$ cat config.mk
export PLATFORM = sky130hd
export DESIGN_NAME = flit_activity_monitor
export DESIGN_NICKNAME = d
export VERILOG_FILES = /design/src/rtl/flit_mon_pkg.sv /design/src/rtl/popcount.sv /design/src/rtl/flit_activity_monitor.sv
export SDC_FILE = /design/constraint.sdc
export NUM_CORES = 1
export LEC_CHECK = 0
export CAP_MARGIN = 20
export CELL_PAD_IN_SITES_DETAIL_PLACEMENT = 0
export CELL_PAD_IN_SITES_GLOBAL_PLACEMENT = 1
export CORE_MARGIN = 2
export CORE_UTILIZATION = 40
export DETAILED_ROUTE_END_ITERATION = 8
export PLACE_DENSITY_LB_ADDON = 0.25
export SLEW_MARGIN = 20
export SYNTH_ARGS = -nofsm -noshare
export SYNTH_HDL_FRONTEND = slang
export SYNTH_SLANG_ARGS = --single-unit
$ cat constraint.sdc
create_clock -name clk -period 7.4 [get_ports clk]
set_clock_uncertainty 0.05 [all_clocks]
set_input_delay 1.48 -clock clk [delete_from_list [all_inputs] [get_ports clk]]
set_output_delay 1.48 -clock clk [all_outputs]
set_load 0.005 [all_outputs]
$ cat src/rtl/flit_mon_pkg.sv
// Shared types for the flit activity monitor.
// MAX_HD_EN adds the per-packet maximum Hamming distance to the report.
package flit_mon_pkg;

  typedef enum logic [1:0] {IDLE, RECV, GAP} state_e;

  // Width able to hold a popcount of a w-bit vector.
  function automatic int unsigned hd_width(input int unsigned w);
    return $clog2(w + 1);
  endfunction

  localparam int unsigned FLIT_W_DEF = 46;
  localparam int unsigned CNT_W_DEF  = 8;
  localparam int unsigned TOG_W_DEF  = 16;

  // Report layout at default widths; the monitor re-declares it at its own parameter widths.
  typedef struct packed {
    logic [CNT_W_DEF-1:0]             flits;
    logic [TOG_W_DEF-1:0]             toggles;
    logic                             sat;
`ifdef MAX_HD_EN
    logic [hd_width(FLIT_W_DEF)-1:0]  max_hd;
`endif
  } rpt_t;

endpackage

$ cat src/rtl/popcount.sv
// Combinational population count of a W-bit vector.
module popcount #(
  parameter int unsigned W = 46
) (
  input  logic [W-1:0]             vec,
  output logic [$clog2(W+1)-1:0]   count
);

  localparam int unsigned CW = $clog2(W + 1);

  always_comb begin
    count = '0;
    for (int i = 0; i < W; i++) begin
      count = count + CW'(vec[i]);
    end
  end

endmodule

$ cat src/rtl/flit_activity_monitor.sv
// Per-packet flit/toggle accounting with a one-entry report hold register.
// MAX_HD_EN adds rpt_max_hd (largest per-flit Hamming distance in the packet).
module flit_activity_monitor
  import flit_mon_pkg::*;
#(
  parameter int unsigned FLIT_W  = 46,
  parameter int unsigned CNT_W   = 8,
  parameter int unsigned TOG_W   = 16,
  parameter int unsigned EOP_GAP = 4
) (
  input  logic                          clk,
  input  logic                          rst,
  input  logic                          flit_valid,
  input  logic [FLIT_W-1:0]             flit_data,
  output logic                          rpt_valid,
  input  logic                          rpt_ready,
  output logic [CNT_W-1:0]              rpt_flits,
  output logic [TOG_W-1:0]              rpt_toggles,
  output logic                          rpt_sat,
`ifdef MAX_HD_EN
  output logic [hd_width(FLIT_W)-1:0]   rpt_max_hd,
`endif
  output logic [15:0]                   pkt_count,
  output logic [7:0]                    drop_count,
  output logic                          busy
);

  localparam int unsigned HD_W = hd_width(FLIT_W);

  typedef struct packed {
    logic [CNT_W-1:0] flits;
    logic [TOG_W-1:0] toggles;
    logic             sat;
`ifdef MAX_HD_EN
    logic [HD_W-1:0]  max_hd;
`endif
  } acc_t;

  state_e            state_q, state_d;
  acc_t              acc_q, acc_d, rpt_q;
  logic [3:0]        idle_q, idle_d;
  logic [FLIT_W-1:0] prev_q;
  logic [HD_W-1:0]   hd;
  logic [TOG_W-1:0]  tog_base;
  logic [TOG_W:0]    tog_sum;
  logic              start, close, load;
  logic              rpt_valid_q;
  logic [15:0]       pkt_q;
  logic [7:0]        drop_q;

  popcount #(
    .W(FLIT_W)
  ) u_popcount (
    .vec  (flit_data ^ prev_q),
    .count(hd)
  );

  always_ff @(posedge clk or posedge rst) begin
    if (rst) state_q <= IDLE;
    else     state_q <= state_d;
  end

  always_comb begin
    state_d = state_q;
    close   = 1'b0;
    unique case (state_q)
      IDLE: if (flit_valid) state_d = RECV;
      RECV: begin
        if (!flit_valid) begin
          if (EOP_GAP == 1) begin
            state_d = IDLE;
            close   = 1'b1;
          end else begin
            state_d = GAP;
          end
        end
      end
      GAP: begin
        if (flit_valid) begin
          state_d = RECV;
        end else if (idle_q + 4'd1 == 4'(EOP_GAP)) begin
          state_d = IDLE;
          close   = 1'b1;
        end
      end
      default: state_d = IDLE;
    endcase
  end

  always_comb begin
    busy = (state_q != IDLE);
  end

  assign start = (state_q == IDLE);

  // Accumulator next state; a flit in IDLE starts a fresh packet.
  always_comb begin
    acc_d    = acc_q;
    idle_d   = idle_q;
    tog_base = start ? '0 : acc_q.toggles;
    tog_sum  = {1'b0, tog_base} + (TOG_W+1)'(hd);
    if (flit_valid) begin
      idle_d    = '0;
      acc_d.sat = start ? 1'b0 : acc_q.sat;
      if (start) begin
        acc_d.flits = CNT_W'(1);
      end else if (acc_q.flits == '1) begin
        acc_d.sat = 1'b1;
      end else begin
        acc_d.flits = acc_q.flits + CNT_W'(1);
      end
      if (tog_sum[TOG_W]) begin
        acc_d.toggles = '1;
        acc_d.sat     = 1'b1;
      end else begin
        acc_d.toggles = tog_sum[TOG_W-1:0];
      end
`ifdef MAX_HD_EN
      if (start || hd > acc_q.max_hd) acc_d.max_hd = hd;
`endif
    end else if (state_q == RECV) begin
      idle_d = 4'd1;
    end else if (state_q == GAP) begin
      idle_d = idle_q + 4'd1;
    end
  end

  // The hold register accepts a new report when empty or draining this cycle.
  assign load = close && (!rpt_valid_q || rpt_ready);

  always_ff @(posedge clk or posedge rst) begin
    if (rst) begin
      acc_q       <= '0;
      rpt_q       <= '0;
      idle_q      <= '0;
      prev_q      <= '0;
      rpt_valid_q <= 1'b0;
      pkt_q       <= '0;
      drop_q      <= '0;
    end else begin
      acc_q  <= acc_d;
      idle_q <= idle_d;
      if (flit_valid) prev_q <= flit_data;
      if (load) begin
        rpt_q       <= acc_q;
        rpt_valid_q <= 1'b1;
      end else if (rpt_ready) begin
        rpt_valid_q <= 1'b0;
      end
      if (close) pkt_q <= pkt_q + 16'd1;
      if (close && !load && drop_q != '1) drop_q <= drop_q + 8'd1;
    end
  end

  assign rpt_valid   = rpt_valid_q;
  assign rpt_flits   = rpt_q.flits;
  assign rpt_toggles = rpt_q.toggles;
  assign rpt_sat     = rpt_q.sat;
`ifdef MAX_HD_EN
  assign rpt_max_hd  = rpt_q.max_hd;
`endif
  assign pkt_count   = pkt_q;
  assign drop_count  = drop_q;

endmodule

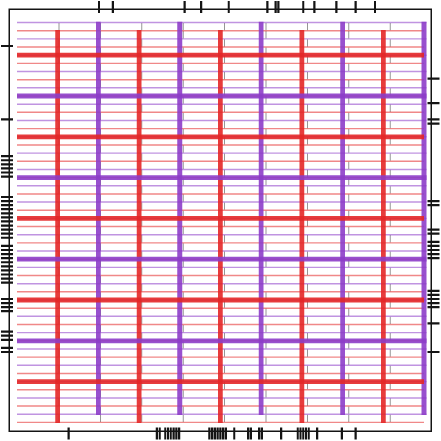
(run_1/floorplan.png)
Drawn at 3 px/µm. Pins as bars on the die edge. Tap cells in gray.
| net | color |
|---|---|
| VDD | purple |
| VSS | red |
met1 rails: 50
signal pins: 101
rows: 49
tap cells: 229

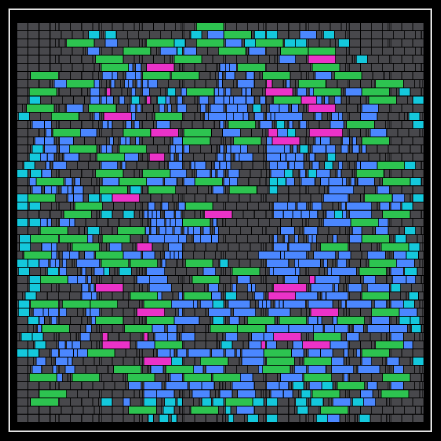
(run_1/class_map.png)
Drawn at 3 px/µm. Fill, decap, tap and diode cells in gray.
| class | color | cells |
|---|---|---|
| remaining logic cells | blue | 483 |
| clock drivers and dummy loads | magenta | 30 |
| remaining buffers and delay cells | cyan | 116 |
| registers | green | 127 |

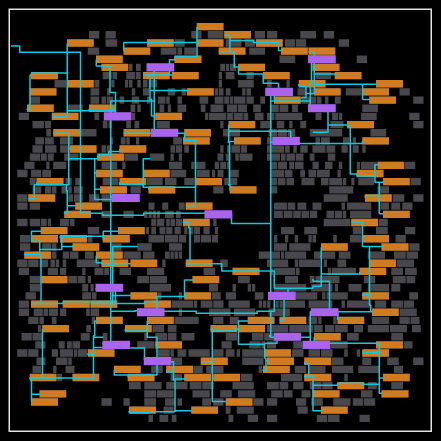
(run_1/clock_wires.png)
Drawn at 3 px/µm.
[flip-flops] orange | count: 127
[clock wires] cyan | length: 1890 µm
[clock-net drivers] purple | count: 17
routed clock nets: 18

==> metrics.log, run 1 <==
[metrics] run summary
INFO  metric num_rows = 49
INFO  metric met1Wirelength = 7128 µm
INFO  metric adder_share = 13.80%
INFO  metric first_global_vias = 5431
INFO  metric initCoreUtil = 41.02%
INFO  metric grt_start_max_net_pins = 76
INFO  metric failed_checks = setup timing
INFO  metric category_of_the_critical_setup_timing_path = in2reg
INFO  metric clkbuf_count = 24
INFO  metric source_of_the_worst_hold_timing_path = pkt_count[15]
INFO  metric setup_viol = 12
INFO  metric r2r_setup_slack = 0.62 ns
INFO  metric dr_wl_met3 = 839 µm
INFO  metric count_of_filler_cells_inserted_in_the_layout = 1564
INFO  metric yosysTopAreaCell = sky130_fd_sc_hd__dfrtp_1
INFO  metric final_setup_margin = -0.1075 ns
INFO  metric max-cap-violations = 0
INFO  metric max_slew_margin = 34.29%
INFO  metric final-clk-cell-share = 5.969%
INFO  metric nMultiInputCombCells = 430
INFO  metric crit_top_cell = sky130_fd_sc_hd__fa_2
INFO  metric yosys.stat.seqShare = 42.84%
INFO  metric multi_input_comb_area = 4158 µm²
INFO  metric critical_path_required = 7.65 ns
INFO  metric hold-worst-slack = 0.4235 ns
INFO  metric synthSimpleGateAreaFrac = 9.850%
INFO  metric synthAoiAreaFrac = 7.151%
INFO  metric enable_flop_cells = 0
INFO  metric count_of_cell_instances_traversed_by_the_critical_path = 23
INFO  metric nNonClkInverters = 53
INFO  metric timing_worst_slew_pin_value = 0.9836 ns
INFO  metric n_tap_cell = 229
INFO  metric cts.htree.levels = 4
INFO  metric final_core_utilization = 52.38%
INFO  metric critical_path_fanouts_max = 4
INFO  metric dr.pass1.iters = 4
INFO  metric finish.net_count = 854
INFO  metric finalHoldViolations = 0
INFO  metric detail_route.drc_violations = 0
INFO  metric signal_buffer_area_fraction = 11.45%
INFO  metric top_cell_category = combinational gates
INFO  metric dieWidth = 140.2 µm
INFO  metric combAreaFraction = 43.89%
INFO  metric areaGrowthSynthToFinish = 27.71%
INFO  metric post_synth_inst_count = 631
INFO  metric critPathSlowestCell = sky130_fd_sc_hd__fa_2
INFO  metric critical_path.reg2reg.endpoint = acc_q[11]
INFO  metric clock_insertion_delay_worst_skew = 0.42 ns
INFO  metric grt.met1_usage = 22.56%
INFO  metric drt-vias-per-instance = 5.098
INFO  metric place.gp.congestion = 0.8508
INFO  metric cts_hold_repair.buffers = 0
INFO  metric dieArea = 19650 µm²
INFO  metric highest_layer = met4
INFO  metric grt_first_pass_wirelength = 27230 µm
INFO  metric critical_path.endpoint = acc_q[11]
INFO  metric global_route.usage.total = 17.30%
INFO  metric clk_root_buffer_cell = sky130_fd_sc_hd__clkbuf_16
INFO  metric worst_hold_path.endpoint = pkt_count[15]
INFO  metric postSynthNetCount = 740
INFO  metric gr-max-usage-layer = met2
INFO  metric detail_route.iter0.violations = 216
INFO  metric cp.arrival = 7.76 ns
INFO  metric syn_area_per_cell = 11.76 µm²
INFO  metric cts.repair.resized = 75
INFO  metric yosys_warnings = 0
INFO  metric cts_num_sinks = 127
INFO  metric drt_wl_total = 15680 µm
INFO  metric crit_chain = dlygate4sd2_1, xnor2_2, fa_1, fa_1, fa_1, inv_2, fa_2, fa_2, inv_2, fa_2, fa_1, fa_2, inv_2, fa_2, a21o_1, a21oi_2, xnor2_1, ha_1, o21a_1, o31a_1, o21a_1, o2111a_1, o22a_1
INFO  metric pre_cts_ws = -0.8868 ns
INFO  metric synth.distinct_cells = 60
INFO  metric critical_path.reg2reg.startpoint = prev_q[1]
INFO  metric place_hpwl = 10790 µm
INFO  metric signal_buffers = 116
INFO  metric layout-drive-gt1-share = 25.53%
INFO  metric registers.top_by_ff_count = prev_q
INFO  metric post_cts.repair.setup_buffers = 1
INFO  metric largest_register_ffs = 46
INFO  metric clk_pin_slew = 0.06 ns
INFO  metric synth_top_area_share = 42.84%
INFO  metric synth-cells-yosys = 631
INFO  metric final_layout_top_logic_cell = sky130_fd_sc_hd__dfrtp_1
INFO  metric result_of_the_run = finished with violations
INFO  metric final_cells = 985
INFO  metric layout_top_cells_excl_fill_tap = sky130_fd_sc_hd__dfrtp_1, sky130_fd_sc_hd__clkdlybuf4s50_1, sky130_fd_sc_hd__mux2_2
INFO  metric hold_path_cells = 1
INFO  metric timing.setup.tns = -0.6105 ns
INFO  metric ys_ff = 127
INFO  metric synthTopCellsByCount = sky130_fd_sc_hd__dfrtp_1, sky130_fd_sc_hd__mux2_2, sky130_fd_sc_hd__inv_1
INFO  metric most_common_flop_cell_mapped_by_yosys = sky130_fd_sc_hd__dfrtp_1
INFO  metric yosys.area_share.xor_xnor = 8.973%
INFO  metric crit_path_start_kind = primary input
INFO  metric use_met3 = 4.274%
INFO  metric path_buffers = 4
INFO  metric dr_wl_met2 = 7447 µm
INFO  metric avgRoutedWirePerCell = 15.92 µm
INFO  metric post_synth_instance_area = 7418 µm²
INFO  metric final_area = 9474 µm²
INFO  metric worstSetupEndpointType = flop
INFO  metric log.warning_count = 30
INFO  metric finalWorstPathRequiredPeriod = 7.508 ns
INFO  metric path_delay_family = adder cells
## Run 2: what changed since run 1
- CORE_MARGIN: 2 -> not set
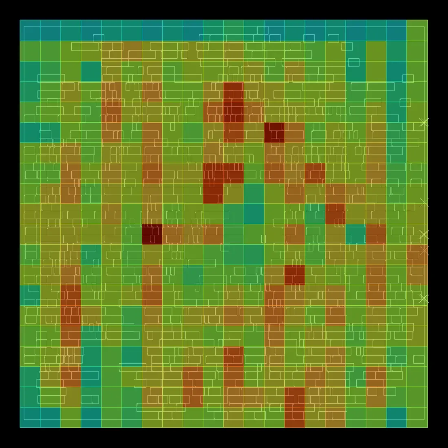
(run_2/congestion_map.png)
GR Util met2: 28.97%
Global Route met1 Usage: 22.51%
global routing's busiest layer: met2

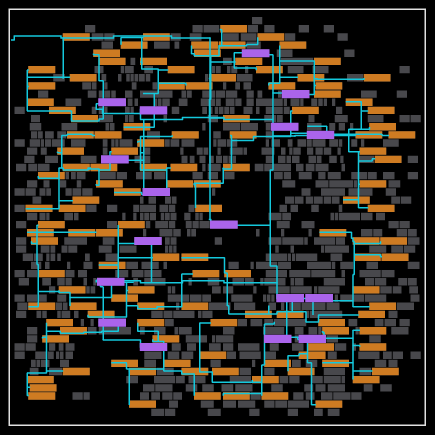
(run_2/clock_wires.png)
Drawn at 3 px/µm.
[clock-net drivers] purple | count: 17
[clock wires] cyan | length: 1910 µm
[flip-flops] orange | count: 127
routed clock nets: 18

==> metrics.log, run 2 <==
[metrics] run summary
INFO  metric cts_made_buffers = 17
INFO  metric synth-cells-yosys = 631 (unchanged)
INFO  metric drt_wl_total = 15600 µm (-0.53%)
INFO  metric synth_top_area_share = 42.84% (unchanged)
INFO  metric final_worst_path_cycle_share = 103.6%
INFO  metric grt_start_max_net_pins = 77 (+1.3%)
INFO  metric max_slew_margin = 34.98% (+0.70 points)
INFO  metric postSynthNetCount = 740 (unchanged)
INFO  metric postPlaceCellArea = 8723 µm²
INFO  metric finalHoldViolations = 0 (unchanged)
INFO  metric timing_worst_slew_pin_value = 0.9732 ns (-0.01045 ns)
INFO  metric count_of_cell_instances_traversed_by_the_critical_path = 21 (-8.7%)
INFO  metric final_cells = 987 (+0.20%)
INFO  metric cts.repair.resized = 38 (-49%)
INFO  metric detail_route.drc_violations = 8 (+8)
INFO  metric synthAoiAreaFrac = 7.151% (unchanged)
INFO  metric final_core_utilization = 52.85% (+0.46 points)
INFO  metric yosys_warnings = 0 (unchanged)
INFO  metric setup_viol = 17 (+5)
INFO  metric layout_top_cells_excl_fill_tap = sky130_fd_sc_hd__dfrtp_1, sky130_fd_sc_hd__clkdlybuf4s50_1, sky130_fd_sc_hd__mux2_2
INFO  metric synth.yosys.chip_area = 7418 µm²
INFO  metric post_synth_instance_area = 7418 µm² (unchanged)
INFO  metric max-cap-violations = 0 (unchanged)
INFO  metric worst_hold_path.endpoint = pkt_count[8]
INFO  metric syn_area_per_cell = 11.76 µm² (unchanged)
INFO  metric final_layout_top_logic_cell = sky130_fd_sc_hd__dfrtp_1
INFO  metric n_tap_cell = 229 (unchanged)
INFO  metric adder_share = 13.80% (unchanged)
INFO  metric final_setup_margin = -0.2660 ns (-0.1585 ns)
INFO  metric r2r_setup_slack = 0.51 ns (-0.11 ns)
INFO  metric use_met3 = 4.607% (+0.33 points)
INFO  metric source_of_the_worst_hold_timing_path = pkt_count[8]
INFO  metric crit_path_start_kind = primary input
INFO  metric cts.htree.levels = 4 (unchanged)
INFO  metric initCoreUtil = 41.02% (unchanged)
INFO  metric dieArea = 19100 µm² (-2.8%)
INFO  metric layout-drive-gt1-share = 23.15% (-2.4 points)
INFO  metric clk_pin_slew = 0.06 ns (about the same)
INFO  metric global_route.usage.total = 17.60% (+0.30 points)
INFO  metric critPathSlowestCell = sky130_fd_sc_hd__fa_1
INFO  metric placement.io_buffers = 100
INFO  metric log.warning_count = 30 (unchanged)
INFO  metric signal_buffer_area_fraction = 11.56% (+0.11 points)
INFO  metric cts_hold_repair.buffers = 0 (unchanged)
INFO  metric category_of_the_critical_setup_timing_path = in2reg
INFO  metric critical_path.endpoint = acc_q[11]
INFO  metric critical_path.reg2reg.startpoint = prev_q[1]
INFO  metric flip_flop_and_latch_count = 127
INFO  metric finish.net_count = 852 (-0.23%)
INFO  metric met1Wirelength = 7095 µm (-0.46%)
INFO  metric areaGrowthSynthToFinish = 28.84%
INFO  metric finalWorstPathRequiredPeriod = 7.666 ns (+0.1585 ns)
INFO  metric highest_layer = met5
INFO  metric top_cell_category = combinational gates
INFO  metric hold-worst-slack = 0.4444 ns (+0.02093 ns)
INFO  metric insertedDiodeCount = 2
INFO  metric grt_first_pass_wirelength = 27010 µm (-0.81%)
INFO  metric num_rows = 49 (unchanged)
INFO  metric post_synth_inst_count = 631 (unchanged)
INFO  metric registers.top_by_ff_count = prev_q
INFO  metric max_clock_freq = 0.1304 GHz
INFO  metric ys_ff = 127 (unchanged)
INFO  metric drt-vias-per-instance = 5.059 (-0.78%)
INFO  metric enable_flop_cells = 0 (unchanged)
INFO  metric critical_path_fanouts_max = 5 (+1)
INFO  metric result_of_the_run = finished with violations
INFO  metric worst_path_largest_cell_delay = 0.57 ns
INFO  metric clk_root_buffer_cell = sky130_fd_sc_hd__clkbuf_16
INFO  metric final_area = 9558 µm² (+0.88%)
INFO  metric yosysTopAreaCell = sky130_fd_sc_hd__dfrtp_1
INFO  metric cp.arrival = 7.92 ns (+0.16 ns)
INFO  metric crit_chain = buf_6, xor2_1, ha_1, fa_1, fa_2, fa_2, fa_2, fa_2, inv_2, fa_2, fa_1, fa_2, inv_2, fa_2, xor2_1, ha_1, nor2b_1, o31a_1, o21a_2, o2111a_1, o22a_1
INFO  metric hold_path_cells = 1 (unchanged)
INFO  metric path_buffers = 3 (-1)
INFO  metric dr.pass1.iters = 6 (+2)
INFO  metric failed_checks = DRC, setup timing
INFO  metric detail_route.iter0.violations = 237 (+9.7%)
INFO  metric floorplan.core_area = 18090 µm²
INFO  metric largest_cells_by_area_after_synthesis = sky130_fd_sc_hd__dfrtp_1, sky130_fd_sc_hd__fa_1, sky130_fd_sc_hd__mux2_2
INFO  metric dr_wl_met2 = 7611 µm (+2.2%)
INFO  metric path_delay_family = adder cells
INFO  metric nNonClkInverters = 53 (unchanged)
INFO  metric seqCellArea = 3178 µm²
INFO  metric nMultiInputCombCells = 430 (unchanged)
INFO  metric most_common_flop_cell_mapped_by_yosys = sky130_fd_sc_hd__dfrtp_1
INFO  metric place.gp.congestion = 0.8146 (-4.3%)
INFO  metric sh_seq_area = 33.25%
INFO  metric signal_buffers = 114 (-1.7%)
INFO  metric cts_num_sinks = 127 (unchanged)
INFO  metric place_hpwl = 10770 µm (-0.11%)
INFO  metric dieWidth = 138.2 µm (-1.4%)
INFO  metric critical_path.reg2reg.endpoint = acc_q[11]
INFO  metric synthArstFlopShare = 100.0%
INFO  metric synth.distinct_cells = 60 (unchanged)
INFO  metric crit_top_cell = sky130_fd_sc_hd__fa_2
INFO  metric combAreaFraction = 43.16% (-0.73 points)
INFO  metric synthTopCellsByCount = sky130_fd_sc_hd__dfrtp_1, sky130_fd_sc_hd__mux2_2, sky130_fd_sc_hd__inv_1
INFO  metric first_global_vias = 5423 (-0.15%)
INFO  metric post_cts.repair.setup_buffers = 1 (unchanged)
INFO  metric yosys.stat.seqShare = 42.84% (unchanged)
INFO  metric count_of_filler_cells_inserted_in_the_layout = 1559 (-0.32%)
INFO  metric largest_register_ffs = 46 (unchanged)
INFO  metric clkbuf_count = 22 (-8.3%)
INFO  metric worstSetupEndpointType = flop
INFO  metric clock_insertion_delay_worst_skew = 0.42 ns (about the same)
INFO  metric pre_cts_ws = -0.9548 ns (-0.06794 ns)
INFO  metric synthMostInstantiatedCell = sky130_fd_sc_hd__dfrtp_1
INFO  metric timing.setup.tns = -3.040 ns (-2.429 ns)
INFO  metric avgRoutedWirePerCell = 15.81 µm (-0.73%)
INFO  metric die_h = 138.2 µm
INFO  metric ctsLongestPathBuffers = 2
INFO  metric dr_wl_met3 = 789 µm (-6.0%)
INFO  metric synthSimpleGateAreaFrac = 9.850% (unchanged)
INFO  metric yosys.area_share.xor_xnor = 8.973% (unchanged)
INFO  metric final-clk-cell-share = 6.873% (+0.90 points)
INFO  metric critical_path_required = 7.65 ns (about the same)
INFO  metric multi_input_comb_area = 4125 µm² (-0.78%)
## Run 3: what changed since run 2
- CAP_MARGIN: 20 -> not set
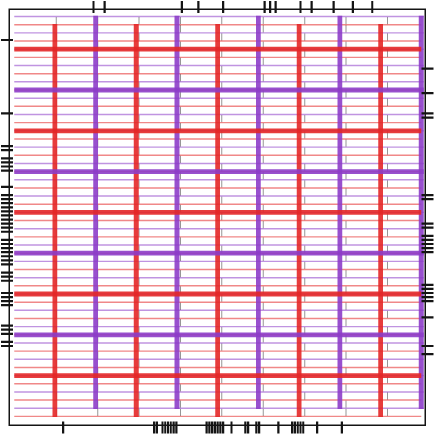
(run_3/floorplan.png)
Drawn at 3 px/µm. Pins as bars on the die edge. Tap cells in gray.
| net | color |
|---|---|
| VDD | purple |
| VSS | red |
met4 straps: 10
signal pins: 101
met5 straps: 9

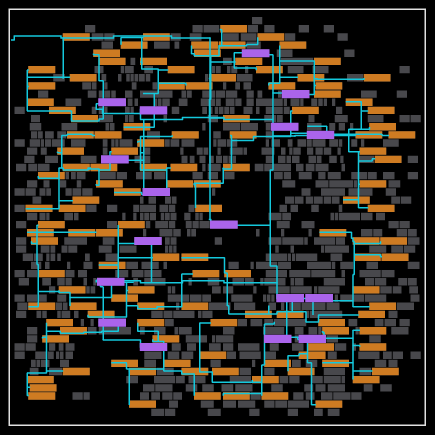
(run_3/clock_wires.png)
Drawn at 3 px/µm.
[clock-net drivers] purple | count: 17
[flip-flops] orange | count: 127
[clock wires] cyan | length: 1910 µm
routed clock nets: 18

==> metrics.log, run 3 <==
[metrics] run summary
INFO  metric timing.setup.tns = -3.040 ns (unchanged)
INFO  metric gr_util_met2 = 28.97% (unchanged)
INFO  metric cts_made_buffers = 17 (unchanged)
INFO  metric synthArstFlopShare = 100.0% (unchanged)
INFO  metric signal_buffers = 114 (unchanged)
INFO  metric post_cts.repair.setup_buffers = 1 (unchanged)
INFO  metric multi_input_comb_area = 4125 µm² (unchanged)
INFO  metric critical_path.endpoint = acc_q[11]
INFO  metric postSynthNetCount = 740 (unchanged)
INFO  metric registers.top_by_ff_count = prev_q
INFO  metric result_of_the_run = finished with violations
INFO  metric cts_hold_repair.buffers = 0 (unchanged)
INFO  metric adder_share = 13.80% (unchanged)
INFO  metric dieWidth = 138.2 µm (unchanged)
INFO  metric cp.arrival = 7.92 ns (about the same)
INFO  metric count_of_cell_instances_traversed_by_the_critical_path = 21 (unchanged)
INFO  metric signal_buffer_area_fraction = 11.56% (unchanged)
INFO  metric source_of_the_worst_hold_timing_path = pkt_count[8]
INFO  metric sh_seq_area = 33.25% (unchanged)
INFO  metric grt_first_pass_wirelength = 27010 µm (unchanged)
INFO  metric critical_path_fanouts_max = 5 (unchanged)
INFO  metric critPathSlowestCell = sky130_fd_sc_hd__fa_1
INFO  metric synthAoiAreaFrac = 7.151% (unchanged)
INFO  metric post_synth_instance_area = 7418 µm² (unchanged)
INFO  metric areaGrowthSynthToFinish = 28.84% (unchanged)
INFO  metric crit_top_cell = sky130_fd_sc_hd__fa_2
INFO  metric post_synth_inst_count = 631 (unchanged)
INFO  metric synth.yosys.chip_area = 7418 µm² (unchanged)
INFO  metric r2r_setup_slack = 0.51 ns (about the same)
INFO  metric finish.net_count = 852 (unchanged)
INFO  metric final-clk-cell-share = 6.873% (unchanged)
INFO  metric enable_flop_cells = 0 (unchanged)
INFO  metric finalWorstPathRequiredPeriod = 7.666 ns (unchanged)
INFO  metric pre_cts_ws = -0.9548 ns (unchanged)
INFO  metric highest_layer = met5
INFO  metric synthMostInstantiatedCell = sky130_fd_sc_hd__dfrtp_1
INFO  metric detail_route.drc_violations = 8 (unchanged)
INFO  metric synth.distinct_cells = 60 (unchanged)
INFO  metric finalHoldViolations = 0 (unchanged)
INFO  metric largest_register_ffs = 46 (unchanged)
INFO  metric synthSimpleGateAreaFrac = 9.850% (unchanged)
INFO  metric clk_pin_slew = 0.06 ns (about the same)
INFO  metric detail_route.iter0.violations = 237 (unchanged)
INFO  metric met1Wirelength = 7095 µm (unchanged)
INFO  metric synthTopCellsByCount = sky130_fd_sc_hd__dfrtp_1, sky130_fd_sc_hd__mux2_2, sky130_fd_sc_hd__inv_1
INFO  metric largest_cells_by_area_after_synthesis = sky130_fd_sc_hd__dfrtp_1, sky130_fd_sc_hd__fa_1, sky130_fd_sc_hd__mux2_2
INFO  metric n_tap_cell = 229 (unchanged)
INFO  metric final_cells = 987 (unchanged)
INFO  metric ys_ff = 127 (unchanged)
INFO  metric setup_viol = 17 (unchanged)
INFO  metric grt_start_max_net_pins = 77 (unchanged)
INFO  metric cts.repair.resized = 38 (unchanged)
INFO  metric final_core_utilization = 52.85% (unchanged)
INFO  metric path_buffers = 3 (unchanged)
INFO  metric clock_insertion_delay_worst_skew = 0.42 ns (about the same)
INFO  metric drt_wl_total = 15600 µm (unchanged)
INFO  metric worst_hold_path.endpoint = pkt_count[8]
INFO  metric yosys.area_share.xor_xnor = 8.973% (unchanged)
INFO  metric dr.pass1.iters = 6 (unchanged)
INFO  metric yosys_warnings = 0 (unchanged)
INFO  metric seqCellArea = 3178 µm² (unchanged)
INFO  metric crit_path_start_kind = primary input
INFO  metric critical_path.reg2reg.startpoint = prev_q[1]
INFO  metric num_rows = 49 (unchanged)
INFO  metric failed_checks = DRC, setup timing
INFO  metric place_hpwl = 10770 µm (unchanged)
INFO  metric layout_top_cells_excl_fill_tap = sky130_fd_sc_hd__dfrtp_1, sky130_fd_sc_hd__clkdlybuf4s50_1, sky130_fd_sc_hd__mux2_2
INFO  metric worst_path_largest_cell_delay = 0.57 ns (about the same)
INFO  metric avgRoutedWirePerCell = 15.81 µm (unchanged)
INFO  metric grt.met1_usage = 22.51% (unchanged)
INFO  metric ctsLongestPathBuffers = 2 (unchanged)
INFO  metric path_delay_family = adder cells
INFO  metric final_setup_margin = -0.2660 ns (unchanged)
